$ cat src/rtl/mem_arbiter.sv
// mem_arbiter: shares the single processor-memory port between the icache
// request stream and the data cache. Dcache has default priority. A saturating
// starvation counter lets icache through after STARVE_LIMIT consecutive losses.
// A tag-owner table routes each returned load block to the cache that issued it.

`ifndef NUM_MEM_TAGS
`define NUM_MEM_TAGS 15
`endif

package mem_arbiter_pkg;
  typedef logic [31:0] ADDR;
  typedef logic [3:0]  MEM_TAG;
  typedef logic [63:0] MEM_BLOCK;
  typedef enum logic [1:0] {
    MEM_NONE  = 2'h0,
    MEM_LOAD  = 2'h1,
    MEM_STORE = 2'h2
  } MEM_COMMAND;
  typedef struct packed {
    logic valid;
    ADDR  addr;
  } I_ADDR_PACKET;
endpackage

module mem_arbiter
  import mem_arbiter_pkg::*;
#(
  parameter int STARVE_LIMIT = 4,
  parameter int NUM_TAGS     = `NUM_MEM_TAGS
) (
  input  logic         clock,
  input  logic         reset,
  input  I_ADDR_PACKET icache_req_addr,
  output logic         icache_req_accepted,
  output MEM_TAG       icache_req_tag,
  output MEM_TAG       icache_data_tag,
  input  logic         dcache_req_valid,
  input  MEM_COMMAND   dcache_req_cmd,
  input  ADDR          dcache_req_addr,
  input  MEM_BLOCK     dcache_req_data,
  output logic         dcache_req_accepted,
  output MEM_TAG       dcache_req_tag,
  output MEM_TAG       dcache_data_tag,
  output MEM_BLOCK     mem_data,
  output MEM_COMMAND   proc2mem_command,
  output ADDR          proc2mem_addr,
  output MEM_BLOCK     proc2mem_data,
  input  MEM_TAG       mem2proc_transaction_tag,
  input  MEM_BLOCK     mem2proc_data,
  input  MEM_TAG       mem2proc_data_tag
);

  localparam int CNT_W = $clog2(STARVE_LIMIT + 1);

  logic [CNT_W-1:0] starve_cnt;
  // Bit 0 is never set: tag 0 means "no tag".
  logic [NUM_TAGS:0] owner_valid;
  logic [NUM_TAGS:0] owner_is_icache;

  logic grant_icache;
  logic grant_dcache;
  logic mem_accept;
  logic acc_load;
  logic acc_in_range;
  logic ret_hit;

  assign mem_accept   = (mem2proc_transaction_tag != '0);
  assign acc_in_range = (int'(mem2proc_transaction_tag) <= NUM_TAGS);

  // Pick at most one requester; a starved icache overrides dcache priority.
  always_comb begin
    grant_icache = 1'b0;
    grant_dcache = 1'b0;
    if ((starve_cnt == CNT_W'(STARVE_LIMIT)) && icache_req_addr.valid) begin
      grant_icache = 1'b1;
    end else if (dcache_req_valid) begin
      grant_dcache = 1'b1;
    end else if (icache_req_addr.valid) begin
      grant_icache = 1'b1;
    end
  end

  // Drive the memory port from the winner; loads carry no data.
  always_comb begin
    proc2mem_command = MEM_NONE;
    proc2mem_addr    = '0;
    proc2mem_data    = '0;
    if (grant_icache) begin
      proc2mem_command = MEM_LOAD;
      proc2mem_addr    = icache_req_addr.addr;
    end else if (grant_dcache) begin
      proc2mem_command = dcache_req_cmd;
      proc2mem_addr    = dcache_req_addr;
      if (dcache_req_cmd == MEM_STORE) begin
        proc2mem_data = dcache_req_data;
      end
    end
  end

  // Acceptance and tag go only to the granted requester.
  always_comb begin
    icache_req_accepted = grant_icache && mem_accept;
    dcache_req_accepted = grant_dcache && mem_accept;
    icache_req_tag      = icache_req_accepted ? mem2proc_transaction_tag : '0;
    dcache_req_tag      = dcache_req_accepted ? mem2proc_transaction_tag : '0;
    acc_load            = acc_in_range &&
                          (icache_req_accepted ||
                           (dcache_req_accepted && (dcache_req_cmd == MEM_LOAD)));
  end

  // Route a returned tag to its registered owner; unowned tags are dropped.
  always_comb begin
    ret_hit         = (mem2proc_data_tag != '0) &&
                      (int'(mem2proc_data_tag) <= NUM_TAGS) &&
                      owner_valid[mem2proc_data_tag];
    icache_data_tag = '0;
    dcache_data_tag = '0;
    if (ret_hit) begin
      if (owner_is_icache[mem2proc_data_tag]) begin
        icache_data_tag = mem2proc_data_tag;
      end else begin
        dcache_data_tag = mem2proc_data_tag;
      end
    end
  end

  assign mem_data = mem2proc_data;

  // Count consecutive icache losses; a rejected icache grant leaves it alone.
  always_ff @(posedge clock) begin
    if (reset) begin
      starve_cnt <= '0;
    end else if (!icache_req_addr.valid || icache_req_accepted) begin
      starve_cnt <= '0;
    end else if (grant_dcache) begin
      if (starve_cnt != CNT_W'(STARVE_LIMIT)) begin
        starve_cnt <= starve_cnt + CNT_W'(1);
      end
    end
  end

  // Owner table: clear on return, then set on a new load so a re-issued tag
  // in the same cycle belongs to its new owner (later assignment wins).
  always_ff @(posedge clock) begin
    if (reset) begin
      owner_valid     <= '0;
      owner_is_icache <= '0;
    end else begin
      if (ret_hit) begin
        owner_valid[mem2proc_data_tag] <= 1'b0;
      end
      if (acc_load) begin
        owner_valid[mem2proc_transaction_tag]     <= 1'b1;
        owner_is_icache[mem2proc_transaction_tag] <= grant_icache;
      end
    end
  end

endmodule

$ cat config.mk
export PLATFORM = sky130hd
export DESIGN_NAME = mem_arbiter
export DESIGN_NICKNAME = d
export VERILOG_FILES = /design/src/rtl/mem_arbiter.sv
export SDC_FILE = /design/constraint.sdc
export NUM_CORES = 1
export LEC_CHECK = 0
export CAP_MARGIN = 0
export CORE_AREA = 2 2 148 150
export CTS_CLUSTER_DIAMETER = 60
export DETAILED_ROUTE_END_ITERATION = 10
export DIE_AREA = 0 0 150 152
export PLACE_DENSITY_LB_ADDON = 0.2
export SLEW_MARGIN = 15
export SYNTH_ARGS = -nofsm -noshare
export SYNTH_HDL_FRONTEND = slang
export SYNTH_SLANG_ARGS = --single-unit
$ cat constraint.sdc
create_clock -name clock -period 1.8 [get_ports clock]
set_input_delay 0.27 -clock clock [delete_from_list [all_inputs] [get_ports clock]]
set_output_delay 0.27 -clock clock [all_outputs]
set_load 0.1 [all_outputs]
io_fan.png
Drawn at 3 px/um.
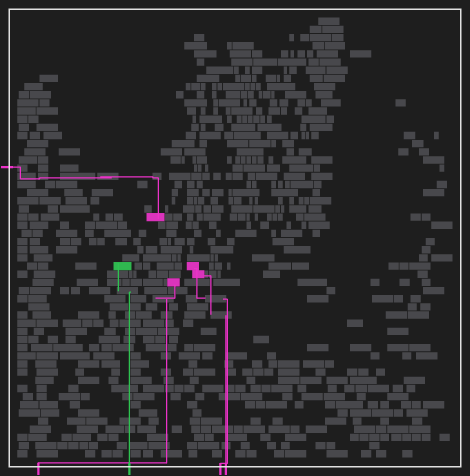
Green marks icache_req_accepted, bits 1, direction output, edge bottom, end cells 1, buffers 1, wire 67.3 um. Magenta marks icache_req_tag, bits 4, direction output, edge 3 bottom, 1 left, end cells 4, buffers 4, wire 317 um.
Ports: 386
Port Buffers: 257

logic_types.png
Drawn at 2 px/um.
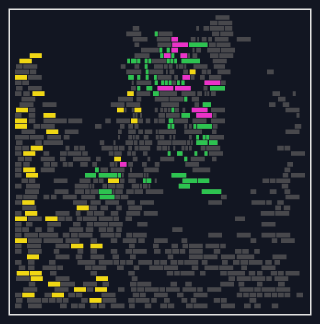
Green marks aoi and oai cells, cells 63, most used a21oi_1. Magenta marks mux cells, cells 12, most used mux4_2, where top middle. Yellow marks non-inverting ao/oa cells, cells 39, most used a22o_4.

flops_by_reg.png
Drawn at 2 px/um. Other cells in grey.
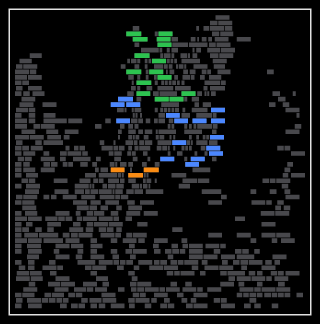
Blue marks owner_is_icache, placed flops 16. Orange marks starve_cnt, placed flops 3. Green marks owner_valid, placed flops 15, where top middle.
Final Core Density: 0.4134
Seq area share: 0.07825
Register Area: 690.7 um2

==> impl_metrics.env <==
# implementation run metrics
export IMPL_status="finished, violations left"
export IMPL_violations="setup timing"
export IMPL_end_kind="output pin"
export IMPL_syn_num_nets=621
export IMPL_cts_buffers=5
export IMPL_clock_power_share=0.208
export IMPL_areaGrowthSynthToFinish_pct=170.8
export IMPL_clk_pin_slew_ps=50
export IMPL_finalSetupViolCount=114
export IMPL_dp_hpwl_um=15270
export IMPL_syn_instance_count=413
export IMPL_final_antenna_net_count=0
export IMPL_core_region_area_mm2=0.02135
export IMPL_synth_area_yosys_mm2=0.003259
export IMPL_worstHoldStart="owner_is_icache[0]"
export IMPL_cts_tree="done"
export IMPL_grt_pass1_wl_um=27550
export IMPL_setup_ws_ps=-403.1
export IMPL_max_slew_margin=0.7368
export IMPL_synth_warnings=0
export IMPL_layout_nets=885
export IMPL_insertion_delay_ps=270
export IMPL_rsz0062_at_grt="true"
export IMPL_period_needed_ps=2203
export IMPL_max_freq_mhz=453.9
export IMPL_grt_usage=0.1591
export IMPL_power_group_top="combinational logic"
export IMPL_hold_end="owner_is_icache[0]"
export IMPL_arrival_ps=1930
export IMPL_die_y_um=152
export IMPL_flop_cell="dfxtp_1"
export IMPL_critPathKind="flip-flop to output pin"
export IMPL_synth_stat_cells=413
export IMPL_intPower_uw=2442
export IMPL_async_flop_share=0
export IMPL_seq_cell_power_uw=773
export IMPL_numSynthFlops=34
export IMPL_rr_startpoint="starve_cnt[1]"
export IMPL_chipArea_mm2=0.02280
export IMPL_rows=54
export IMPL_drv_slew=0
export IMPL_grt_pass1_vias=4516
export IMPL_seqPwrFrac=0.189
export IMPL_vias_per_cell=4.308
export IMPL_dieWidth_um=150
export IMPL_drt_pre_antenna_iters=5
export IMPL_grt_max_degree=28
wires.png
Drawn at 2 px/um.
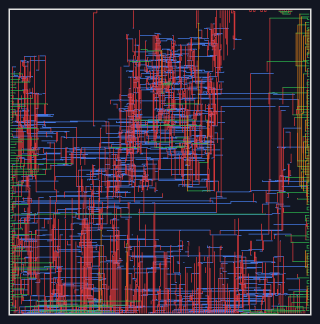
Blue marks metal 1, wire length 7030 um. Orange marks metal 4, wire length 689 um. Red marks metal 2, wire length 9980 um. Green marks metal 3, wire length 1530 um.
WL/cell: 20.08 um
drt total wl: 19230 um

clocks.png
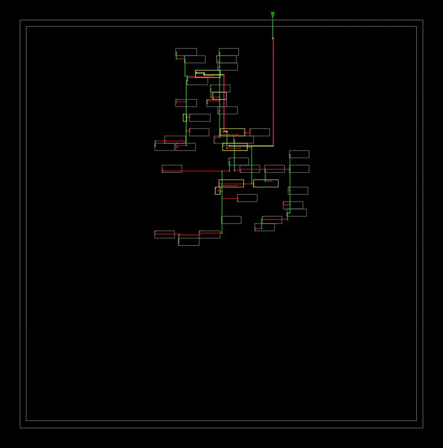
clk_skew: 4.713 ps
Clock Power: 850 uW
Sink Count: 34

-- how the worst max path moves through the flow --
stage	slack, ps	endpoint
finish	-400	dcache_data_tag[1]
global route	-470	dcache_data_tag[2]
CTS	-460	dcache_data_tag[2]
detailed placement	-790	dcache_data_tag[1]
global placement	-760	dcache_data_tag[1]
floorplan	-570	dcache_data_tag[1]
-- synth_stat cells, types with 2 or more instances --
cell,instances,area [um2]
buf_2,11,55.05
or2_2,2,12.51
clkbuf_1,20,75.07
and3b_1,2,17.52
dfxtp_1,34,680.7
buf_4,66,495.5
o21ai_0,17,85.08
a22o_1,32,280.3
nor2b_1,8,50.05
mux2i_1,5,50.05
and2_1,72,450.4
ha_1,2,25.02
inv_1,6,22.52
nor3b_2,2,25.02
buf_6,2,22.52
nand2b_1,6,37.54
o31ai_1,7,52.55
nand3_1,14,70.07
nand4_1,4,25.02
and3_1,3,18.77
a32o_1,4,40.04
nor3_1,5,25.02
a21oi_1,27,135.1
nor2_1,17,63.81
or4_1,4,30.03
nand2_1,13,48.80
mux4_2,5,112.6
o41ai_1,4,35.03
-- critical path, delay by kind of cell (launching register included) --
kind                   cells  cell delay (ps)
and+or+nand+nor            2              420
buffers and inverters      1              200
muxes                      1              490
AOI/OAI and AO/OA          1              210
DFF                        1              330
-- layout by cell type (no fill, tap or decap), types with 12 or more instances in the layout --
cell type,synthesis,final
a21oi_1,27,22
a22o_4,0,32
and2_4,0,70
buf_12,0,129
buf_4,66,53
buf_6,2,19
clkdlybuf4s50_1,0,135
dfxtp_1,34,26
nand2_1,13,13
nand3_1,14,12
nor2_1,17,13
o21ai_0,17,16
-- routing by layer --
layer  GRT usage  routed length (um)
met1      0.1774                7030
met2      0.2881                9984
met3     0.04174                1530
met4     0.05615                 688
met5           0                   0
-- registers in the layout, summed over array words and instances, names as in the netlist --
| register | flops |
|---|---|
| owner_is_icache | 16 |
| owner_valid | 15 |
| starve_cnt | 3 |
-- area by class of cell --
type	count	area (um2)
Fill cell	2047	12520
Timing Repair Buffer	356	4906
Multi-Input combinational cell	273	2705
Sequential cell	34	690.7
Tap cell	280	350.3
Clock buffer	7	142.6
Inverter	7	26.28
Clock inverter	1	5.005
-- timing repair --
action	CTS	global route
setup buffers	19	12
setup endpoints to repair	116	135
pin swaps	44	68
cloned	9	6
gates resized	70	56
-- through the flow --
step / hold WS, ps / setup slack [ps] / area [um2]
3_5_place_dp: 455.7 / -791.9 / 7751
5_1_grt: 473.6 / -473.3 / 8826
4_1_cts: 466.3 / -456.0 / 8541
6_report: 468.3 / -403.1 / 8826
3_3_place_gp: 457.9 / -757.4 / 7751
2_1_floorplan: 428.0 / -571.8 / 3881
-- kinds of logic (layout without fill, tap and decap cells) --
family,Yosys count,in the layout,share of synthesized area
adder cells (fa/ha/maj),2,2,0.007676
AND/OR/NAND/NOR,157,157,0.2822
AND-OR/OR-AND,102,102,0.2330
multiplexers,12,12,0.06142
flip-flops,34,34,0.2088
buffers and inverters,106,371,0.2069
Power figures rest on the tool's default switching activity, not on a simulated workload.
